`src/rtl/mul8_seq_if.sv`:
```
// Request/status bundle of the sequential 8x8 multiplier.
// The master drives start/a/b. The slave reports busy/done/p and its FSM state.
interface mul8_seq_if;
    // Handshake: a request is start=1 at a rising edge while the slave is idle.
    // That edge is the accept, and a/b are captured there. start is ignored at every
    // other edge. There is no ready line: busy covers the multiply steps, done pulses
    // once with p valid, and p then holds until the next completion or reset.
    logic        start;
    logic [7:0]  a;
    logic [7:0]  b;
    logic        busy;
    logic        done;
    logic [15:0] p;
    logic [1:0]  state_dbg;

    modport master (output start, a, b, input busy, done, p, state_dbg);
    modport slave  (input start, a, b, output busy, done, p, state_dbg);
endinterface

```
`src/rtl/mul8_seq.sv`:
```
// Sequential 8x8 unsigned multiplier that reuses one 4x4 array over four nibble steps.
// Optional MUL8_ZSKIP_EN skips steps whose nibble pair contains a zero nibble.
module mul4x4 (
    input  logic [3:0] x,
    input  logic [3:0] y,
    output logic [7:0] prod
);
    assign prod = {4'h0, x} * {4'h0, y};
endmodule

module mul8_seq (
    input  logic      clk,
    input  logic      rst,
    mul8_seq_if.slave bus
);
    typedef enum logic [1:0] {IDLE = 2'd0, MUL = 2'd1, DONE = 2'd2} state_t;

    state_t      state, state_nxt;
    logic [1:0]  step, step_nxt, first_step, seq_step;
    logic        last_step, skip_all;
    logic [7:0]  a_q, b_q;
    logic [15:0] acc, p_q, term;
    logic [3:0]  nib_a, nib_b;
    logic [7:0]  pp;

    // step[0] picks the high nibble of a, step[1] the high nibble of b.
    assign nib_a = step[0] ? a_q[7:4] : a_q[3:0];
    assign nib_b = step[1] ? b_q[7:4] : b_q[3:0];

    mul4x4 u_mul (.x(nib_a), .y(nib_b), .prod(pp));

    always_comb begin
        case (step)
            2'd0:       term = {8'h00, pp};
            2'd1, 2'd2: term = {4'h0, pp, 4'h0};
            default:    term = {pp, 8'h00};
        endcase
    end

`ifdef MUL8_ZSKIP_EN
    logic [3:0] mask_in, mask_q;

    assign mask_in = {(|bus.a[7:4]) & (|bus.b[7:4]),
                      (|bus.a[3:0]) & (|bus.b[7:4]),
                      (|bus.a[7:4]) & (|bus.b[3:0]),
                      (|bus.a[3:0]) & (|bus.b[3:0])};

    // Descending scans so the lowest qualifying step wins.
    always_comb begin
        first_step = 2'd0;
        skip_all   = (mask_in == 4'h0);
        seq_step   = step;
        last_step  = 1'b1;
        for (int i = 3; i >= 0; i--) begin
            if (mask_in[i]) first_step = 2'(i);
            if (i > int'(step) && mask_q[i]) begin
                seq_step  = 2'(i);
                last_step = 1'b0;
            end
        end
    end

    always_ff @(posedge clk) begin
        if (rst)                         mask_q <= 4'h0;
        else if (state == IDLE && bus.start) mask_q <= mask_in;
    end
`else
    assign first_step = 2'd0;
    assign skip_all   = 1'b0;
    assign seq_step   = step + 2'd1;
    assign last_step  = (step == 2'd3);
`endif

    always_comb begin
        state_nxt = state;
        step_nxt  = step;
        case (state)
            IDLE: if (bus.start) begin
                state_nxt = skip_all ? DONE : MUL;
                step_nxt  = first_step;
            end
            MUL: begin
                if (last_step) state_nxt = DONE;
                else           step_nxt  = seq_step;
            end
            DONE:    state_nxt = IDLE;
            default: state_nxt = IDLE;
        endcase
    end

    always_ff @(posedge clk) begin
        if (rst) begin
            state <= IDLE;
            step  <= 2'd0;
        end else begin
            state <= state_nxt;
            step  <= step_nxt;
        end
    end

    // The final partial goes straight into p, so acc never needs a fifth cycle.
    always_ff @(posedge clk) begin
        if (rst) begin
            a_q <= 8'h00;
            b_q <= 8'h00;
            acc <= 16'h0000;
            p_q <= 16'h0000;
        end else if (state == IDLE && bus.start) begin
            a_q <= bus.a;
            b_q <= bus.b;
            acc <= 16'h0000;
            if (skip_all) p_q <= 16'h0000;
        end else if (state == MUL) begin
            if (last_step) p_q <= acc + term;
            else           acc <= acc + term;
        end
    end

    assign bus.busy      = (state == MUL);
    assign bus.done      = (state == DONE);
    assign bus.p         = p_q;
    assign bus.state_dbg = state;
endmodule

```
`src/flat_wrapper.sv`:
```
// flat-port wrapper written by rule: the top's interface ports become plain ports
module mul8_seq_flat 
  (clk, rst, bus_start, bus_a, bus_b, bus_busy, bus_done, bus_p, bus_state_dbg);
  mul8_seq_if bus_i ();
  input  logic clk;
  input  logic rst;
  input wire logic [$bits(bus_i.start)-1:0] bus_start;
  input wire logic [$bits(bus_i.a)-1:0] bus_a;
  input wire logic [$bits(bus_i.b)-1:0] bus_b;
  output wire logic [$bits(bus_i.busy)-1:0] bus_busy;
  output wire logic [$bits(bus_i.done)-1:0] bus_done;
  output wire logic [$bits(bus_i.p)-1:0] bus_p;
  output wire logic [$bits(bus_i.state_dbg)-1:0] bus_state_dbg;
  assign bus_i.start = bus_start;
  assign bus_i.a = bus_a;
  assign bus_i.b = bus_b;
  assign bus_busy = bus_i.busy;
  assign bus_done = bus_i.done;
  assign bus_p = bus_i.p;
  assign bus_state_dbg = bus_i.state_dbg;
  mul8_seq u_core (.clk(clk), .rst(rst), .bus(bus_i));
endmodule
```
`config.mk`:
```
export PLATFORM = sky130hd
export DESIGN_NAME = mul8_seq_flat
export DESIGN_NICKNAME = d
export VERILOG_FILES = /design/src/rtl/mul8_seq_if.sv /design/src/rtl/mul8_seq.sv /design/src/flat_wrapper.sv
export SDC_FILE = /design/constraint.sdc
export NUM_CORES = 1
export LEC_CHECK = 0
export ABC_AREA = 0
export CORE_ASPECT_RATIO = 0.75
export CORE_MARGIN = 10
export CORE_UTILIZATION = 56
export DETAILED_ROUTE_END_ITERATION = 10
export PLACE_DENSITY_LB_ADDON = 0.08
export SYNTH_ARGS = -nofsm -noshare
export SYNTH_HDL_FRONTEND = slang
export SYNTH_SLANG_ARGS = --single-unit
```
`constraint.sdc`:
```
create_clock -name clk -period 6 [get_ports clk]
set_clock_uncertainty 0.2 [all_clocks]
set_input_delay 1.5 -clock clk [delete_from_list [all_inputs] [get_ports clk]]
set_output_delay 1.5 -clock clk [all_outputs]
set_load 0.02 [all_outputs]
```
==> run_1/final_clocks.png <==
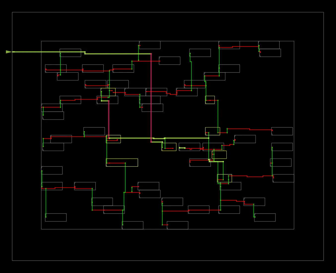
FF+latch count: 52
# clock sinks: 52
Clk. pwr: 0.261 mW
Worst-Skew Late Latency: 0.31 ns

==> run_1/drive_strength.png <==
(2 px per um)
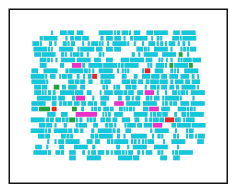
Key: drive 3 to 4 = red [cells 4, share 0.92%, most used buf_4]; drive 6 and up = magenta [cells 7, share 1.6%, most used clkbuf_8]; drive 2 = green [cells 7, share 1.6%, most used or2_2]; drive 1 or less = cyan [cells 419, share 96%, most used nand2_1]

==> run_1/wire_density.png <==
(3 px per um) 22 x 17 tiles, from dark purple (low) to yellow (high), scaled to the fullest tile. Values are wire area over tile area, all layers added.
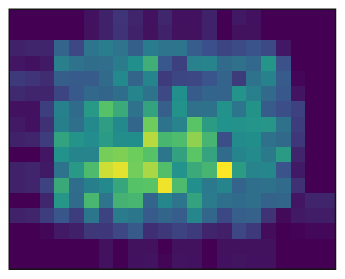
16% of the tiles are over half the peak. The densest ninth of the die: center. The mean over all tiles is 0.14. 21% of the tiles are nearly empty. The fullest tile reaches 0.55.

==> deck_impl_summary.md, run 1 <==
Physical Implementation Snapshot

Routing
  – Via count: 2,957
  – Via/cell ratio: 5.74
  – Remaining DRCs: 0
  – Avg WL per Cell: 16.0 um
  – Routed wire length: 8.26 mm
  – DR iter-0 viols: 202
  – Post-route ant nets: 0
  – TritonRoute pass-1 iters: 5

Yosys
  – Synth top cells by count: nand2_1, dfxtp_1, a21oi_1
  – Yosys chip area: 3270 um^2
  – Main flop type after synthesis: dfxtp_1
  – Gate Count Post-Synth: 411
  – Ys cells: 411
  – Top-count cell post-synth: nand2_1
  – Synth flops: 52
  – Syn_nets: 464
  – Mean Syn Cell Area: 7.96 um^2
  – Number of enable flip-flop cells: 0
  – Post-synth seq share: 0.318
  – Distinct lib cells: 53
  – Area leader, netlist: dfxtp_1
  – Synthesis Warnings: 0
  – Area leader share: 0.318

STA
  – # setup viols final: 0
  – Worst-margin pin slew: 0.798 ns
  – Slew Limit Headroom: 0.468
  – Slew Viols, Final: 0
  – WHS: 0.260 ns
  – Fmax: 183 MHz
  – Unrepaired setup endpoints after global routing: false
  – Worst Setup Slack, final: 0.523 ns

Worst hold path
  – Hold Crit Class: reg2reg
  – Hold Crit Start: u_core.bus.p[5]$_SDFFE_PP0P_

Place
  – Final HPWL DP: 6.41 mm
  – Placed Area: 3680 um^2
  – Routability Congestion: 0.947

Worst setup path
  – Worst flop-to-flop path startpoint: u_core.step[0]$_SDFFE_PP0P_
  – Crit path DRT: 6.02 ns
  – Crit path max fanout: 8
  – Critical path class: reg2reg
  – Worst EP arrival: 5.50 ns
  – CP startpoint: u_core.step[0]$_SDFFE_PP0P_
  – Worst Setup Start Kind: flip-flop

Clocking
  – Clock slew at reported path FFs: 0.10 ns
  – H-tree levels: 2
  – CTS Hold Buffers Added: 0
  – CTS tree: built
  – Clock root cell: clkbuf_8
  – CTS Buffer Depth: 2

Die
  – Core ar.: 5740 um^2
  – Die W: 108 um
  – Die Y: 86.2 um
  – Fp util: 0.570
  – IO Count: 39
  – Chip Area: 9330 um^2

GRT
  – Total track usage: 0.176
  – Global route overflow: 0
  – Global-route wire length before repair: 13.5 mm
  – Largest net degree at the start of global routing: 27
  – Initial antenna violation count: 0

Cells and area
  – Layout cells sized above 1: 0.0412
  – Synth-to-layout area growth: 16.3%
  – Final nets: 489
  – Design area: 3800 um^2
  – Final Core Density: 0.663
  – Antenna Cells: 0

Run
  – Tool warnings: 27
  – Max-Cap Viols: 0

Status
  – Status: finished clean

Pwr
  – LEAKAGE: 1.59 nW
-- run 1: cell usage in the layout (no fill, tap or decap), types with 4 or more instances in the layout --
cell and count:
nand2_1 72, dfxtp_1 52, a21oi_1 47, clkdlybuf4s50_1 38, nor2_1 37, ha_1 29, nand3_1 15, inv_1 14
a21o_1 9, xnor2_1 9, mux2i_1 8, o21ai_0 8, and2_1 6, clkbuf_8 6, nor2b_1 5, a22o_1 5
a211oi_1 5, a22oi_1 5, o21a_1 5, fa_1 5, nand2b_1 4, or4_1 4
-- run 1: through the flow --
step | cells | power (mW)
floorplan | 411 | 0.424
global placement | 507 | 0.454
detailed placement | 507 | 0.456
CTS | 515 | 0.712
global route | 515 | 0.735
finish | 515 | 0.709
-- run 1: worst max-delay path, stage by stage (launching register included) --
cell      delay [ns]
dfxtp_1         0.53
mux2i_1         0.25
or2_2           0.36
fa_1            0.54
inv_1           0.06
fa_1            0.55
inv_1           0.07
fa_1            0.46
inv_1           0.07
a21o_1          0.10
a21oi_1         0.08
xnor2_1         0.26
a22o_1          0.19
ha_1            0.31
a21oi_1         0.18
o21ai_0         0.14
a221oi_1        0.42
nand2_1         0.13
xnor3_1         0.19
a211oi_1        0.28
-- run 1: worst paths after layout --
check	end	cells after the start	slack [ns]
hold / removal	u_core.bus.p[5]$_SDFFE_PP0P_	2	0.26
setup reg to reg	u_core.bus.p[15]$_SDFFE_PP0P_	19	0.52
hold reg to reg	u_core.bus.p[5]$_SDFFE_PP0P_	2	0.26
setup / recovery	u_core.bus.p[15]$_SDFFE_PP0P_	19	0.52
-- run 1: sequential cells by signal, indices dropped and copies added, names as in the netlist --
name	count
u_core.bus.p	16
u_core.step	2
u_core.a_q	8
u_core.bus.state_dbg	2
u_core.acc	16
u_core.b_q	8
-- run 1: area by class of cell --
| type | instances | area [um^2] |
|---|---|---|
| Timing Repair Buffer | 40 | 395 |
| Clock inverter | 2 | 38.8 |
| Clock buffer | 6 | 82.6 |
| Inverter | 14 | 52.6 |
| Sequential cell | 52 | 1040 |
| Fill cell | 523 | 1930 |
| Multi-Input combinational cell | 323 | 2100 |
| Tap cell | 78 | 97.6 |
-- run 1: where the power goes --
| group | total (mW) | leakage (nW) | internal [mW] | switching (mW) |
|---|---|---|---|---|
| sequential | 0.360 | 0.422 | 0.354 | 0.00671 |
| combinational | 0.0877 | 1.11 | 0.0343 | 0.0534 |
| clock | 0.261 | 0.0614 | 0.137 | 0.124 |
| total | 0.709 | 1.59 | 0.525 | 0.185 |
-- run 1: logic make-up (layout without fill, tap and decap cells) --
kind of cell               Yosys count  in the layout  synth area share
buffers and inverters               36             62            0.0413
xor gates and xnor gates            11             11            0.0337
adders and majority gates           34             34             0.141
AOI/OAI and AO/OA                  104            104             0.205
muxes                                8              8            0.0245
DFF                                 52             52             0.318
and+or+nand+nor                    166            166             0.236
-- run 1: layer usage --
layer | track usage | part of all wire | up-vias
met3 | 0.0445 | 0.060 | 4
li1 | - | - | 1487
met1 | 0.250 | 0.50 | 1392
met5 | 0 | 0 | -
met4 | 0.0335 | 0.0052 | 0
met2 | 0.264 | 0.43 | 74
==> run_1/cell_classes.png <==
(4 px per um)
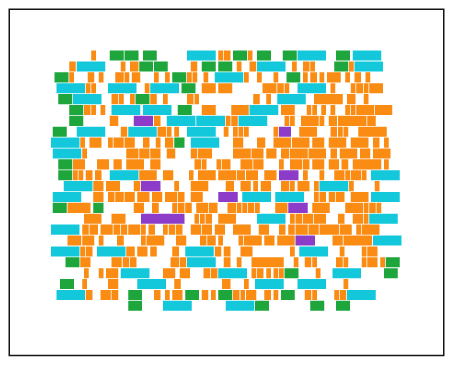

--- run 2 (diff from run 1) ---
--- a/config.mk
+++ b/config.mk
@@ -7,8 +7,8 @@
 export LEC_CHECK = 0
 export ABC_AREA = 0
 export CORE_ASPECT_RATIO = 0.75
-export CORE_MARGIN = 10
 export CORE_UTILIZATION = 56
+export CTS_CLUSTER_DIAMETER = 50
 export DETAILED_ROUTE_END_ITERATION = 10
 export PLACE_DENSITY_LB_ADDON = 0.08
 export SYNTH_ARGS = -nofsm -noshare
==> run_2/cell_classes.png <==
(4 px per um)
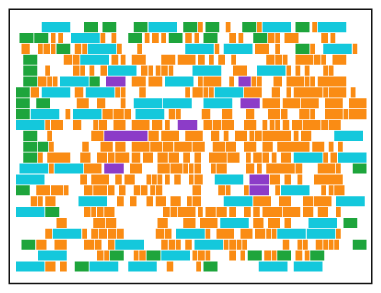
Key: all other logic = orange [cells 337, share of their area 58%]; clock drivers and dummy loads = purple [cells 8, share of their area 3.3%]; flip-flops = cyan [cells 52, share of their area 28%]; other buffers and delay cells = green [cells 40, share of their area 11%]

==> run 2 against run 1 <==
Compared with the run above: worst hold slack worse by 0.0026 ns; worst setup slack better by 0.021 ns; cell count is 0.58% lower; sequential power hardly changed; die size is 34% lower; clock power hardly changed; highest routed layer unchanged; register-to-register slack better by 0.02 ns; via count is 1.1% higher.
==> deck_impl_summary.md, run 2 <==
Physical Implementation Snapshot

STA
  – Worst Setup Slack, final: 0.544 ns (+0.0209 ns)
  – # setup viols final: 0 (unchanged)
  – Fmax: 183 MHz (+0.38%)
  – Slew Limit Headroom: 0.477 (+0.00914)
  – Hold violation total from the final report: 0
  – Worst-margin pin slew: 0.785 ns (-0.0137 ns)
  – TNS Setup: 0 ns
  – Final min period: 5.46 ns
  – Fin crit share: 0.909
  – Slew Viols, Final: 0 (unchanged)
  – Unrepaired setup endpoints after global routing: false

GRT
  – Global-route wire length before repair: 12.7 mm (-5.7%)
  – Global route overflow: 0 (unchanged)
  – Largest net degree at the start of global routing: 45 (+67%)
  – Total track usage: 0.262 (+0.0863)
  – Vias in the first global route: 2,620
  – Initial antenna violation count: 0 (unchanged)

Routing
  – Via count: 2,989 (+1.1%)
  – DR iter-0 viols: 138 (-32%)
  – Top layer in use: met4
  – Routed wire length: 7.94 mm (-3.9%)
  – Via/cell ratio: 5.84 (+1.7%)
  – TritonRoute pass-1 iters: 4 (-1)
  – Routed wl met2: 3.30 mm (-8.2%)
  – Met1 WL: 4.12 mm (-0.12%)
  – Post-route ant nets: 0 (unchanged)
  – DR WL met3: 450 um (-9.5%)
  – Remaining DRCs: 0 (unchanged)
  – Avg WL per Cell: 15.5 um (-3.3%)

Yosys
  – Synth flops: 52 (unchanged)
  – Mean Syn Cell Area: 7.96 um^2 (unchanged)
  – Main flop type after synthesis: dfxtp_1
  – Ys cells: 411 (unchanged)
  – Area leader share: 0.318 (unchanged)
  – Number of enable flip-flop cells: 0 (unchanged)
  – Distinct lib cells: 53 (unchanged)
  – Post-synth seq share: 0.318 (unchanged)
  – Syn_nets: 464 (unchanged)
  – Area leader, netlist: dfxtp_1
  – Asr flop ratio synth: 0
  – Cell area leaders: dfxtp_1, ha_1, nand2_1, a21oi_1, nor2_1
  – Synth top cells by count: nand2_1, dfxtp_1, a21oi_1
  – Synthesis Warnings: 0 (unchanged)
  – Gate Count Post-Synth: 411 (unchanged)
  – Top-count cell post-synth: nand2_1
  – Yosys chip area: 3270 um^2 (unchanged)
  – Cell Area, Synth: 3270 um^2

Die
  – Chip Area: 6160 um^2 (-34%)
  – IO Count: 39 (unchanged)
  – Fp util: 0.595 (+0.0248)
  – Site Rows: 23
  – Die Y: 68.2 um (-21%)
  – Die W: 90.3 um (-17%)
  – Core ar.: 5500 um^2 (-4.2%)

Place
  – IO Port Bufs: 38
  – Post-Place Worst Slack: 0.594 ns
  – Routability Congestion: 0.944 (-0.35%)
  – Placed Area: 3680 um^2 (-0.10%)
  – Final HPWL DP: 6.01 mm (-6.3%)
  – Post-Place Cells: 504 (-0.59%)

Cells and area
  – Fin cells: 512 (-0.58%)
  – Layout cells sized above 1: 0.0412 (unchanged)
  – Antenna Cells: 0 (unchanged)
  – Synth-to-layout area growth: 16.1% (about the same)
  – Final Core Density: 0.691 (+0.0282)
  – Top cell excl fill/tap: nand2_1
  – Final nets: 489 (unchanged)
  – Most frequent logic cells in the routed design: nand2_1, dfxtp_1, a21oi_1, clkdlybuf4s50_1, nor2_1
  – Design area: 3800 um^2 (about the same)

Clocking
  – Inserted Clock Buffers: 5
  – Clock root cell: clkbuf_8
  – Postcts setup bufs: 0
  – H-tree levels: 2 (unchanged)
  – CTS Buffer Depth: 2 (unchanged)
  – Clock slew at reported path FFs: 0.10 ns (about the same)
  – CTS Hold Buffers Added: 0 (unchanged)
  – Worst-Skew Late Latency: 0.32 ns (about the same)
  – # clock sinks: 52 (unchanged)
  – CTS tree: built
  – Post-CTS Resized: 0

Worst setup path
  – Critical path, cell by cell: mux2i_1 -> or2_2 -> fa_1 -> inv_1 -> fa_1 -> inv_1 -> fa_1 -> inv_1 -> a21o_1 -> a21oi_1 -> xnor2_1 -> a22oi_1 -> nor2_1 -> ha_1 -> a21o_1 -> a21oi_1 -> o21ai_2 -> o211ai_1 -> a21boi_0 -> o41ai_1
  – Worst Setup Start Kind: flip-flop
  – Cell family with most CP delay: adder cells
  – WP buf/inv: 3 (unchanged)
  – Crit path max fanout: 8 (unchanged)
  – Slowest cell delay on critical path: 0.56 ns (about the same)
  – Crit path DRT: 6.00 ns (-0.02 ns)
  – CP Capture Type: flip-flop
  – Critical path class: reg2reg
  – Crit path max-delay cell type: fa_1
  – Worst EP arrival: 5.46 ns (-0.04 ns)

Worst hold path
  – Hold Crit Class: reg2reg

Run
  – Tool warnings: 27 (unchanged)
  – Max-Cap Viols: 0 (unchanged)

Pwr
  – Maximum VDD drop: 169 uV
  – LEAKAGE: 1.59 nW (unchanged)
  – Pwr Density: 187 nW/um^2

Status
  – Status: finished clean
==> run 2: cell counts in the layout (fill, tap and decap cells not counted) <==
Identical to the previous run, type by type.
==> run 2: cells by family after synthesis <==
kind of cell,share of synthesized area
AND-OR/OR-AND,0.205
XOR/XNOR,0.0337
adder cells (fa/ha/maj),0.141
buffers and inverters,0.0413
flip-flops,0.318
multiplexers,0.0245
AND/OR/NAND/NOR,0.236
==> run 2: metrics by stage <==
| stage | hold WS, ns | power [mW] |
|---|---|---|
| final | 0.257 | 0.709 |
| after floorplan | 0.236 | 0.424 |
| after global routing | 0.286 | 0.732 |
| after global placement | 0.240 | 0.453 |
| after CTS | 0.261 | 0.713 |
| after detailed placement | 0.242 | 0.456 |
==> run 2: where the power goes <==
group | total (mW) | internal, mW | switching [mW] | leakage [nW]
clock | 0.260 | 0.137 | 0.124 | 0.0614
combinational | 0.0878 | 0.0343 | 0.0534 | 1.11
sequential | 0.361 | 0.354 | 0.00691 | 0.422
total | 0.709 | 0.525 | 0.184 | 1.59
==> run 2: final timing paths <==
kind,start,cells past startpoint,end,slack (ns)
worst max-delay path,u_core.step[0]$_SDFFE_PP0P_,20,u_core.bus.p[14]$_SDFFE_PP0P_,0.54
worst min register to register,u_core.bus.p[2]$_SDFFE_PP0P_,2,u_core.bus.p[2]$_SDFFE_PP0P_,0.26
worst min-delay path,u_core.bus.p[2]$_SDFFE_PP0P_,2,u_core.bus.p[2]$_SDFFE_PP0P_,0.26
worst max register to register,u_core.step[0]$_SDFFE_PP0P_,20,u_core.bus.p[14]$_SDFFE_PP0P_,0.54
==> run 2: final cells by class <==
cell class	instances	area, um^2
Multi-Input combinational cell	323	2100
Fill cell	483	1700
Sequential cell	52	1040
Timing Repair Buffer	40	395
Tap cell	75	93.8
Clock buffer	6	82.6
Inverter	14	52.6
Clock inverter	2	38.8
==> run 2: worst min-delay path, delay by kind of cell (launching register included) <==
kind               cells  cell delay, ns
DFF                    1            0.32
AOI/OAI and AO/OA      1            0.05
and+or+nand+nor        1            0.05
==> run 2: per-layer routing <==
metal,track usage,vias up
li1,-,1485
met5,0,-
met1,0.394,1407
met3,0.0367,8
met2,0.394,89
met4,0.0665,0
Power and IR drop assume default switching activity.
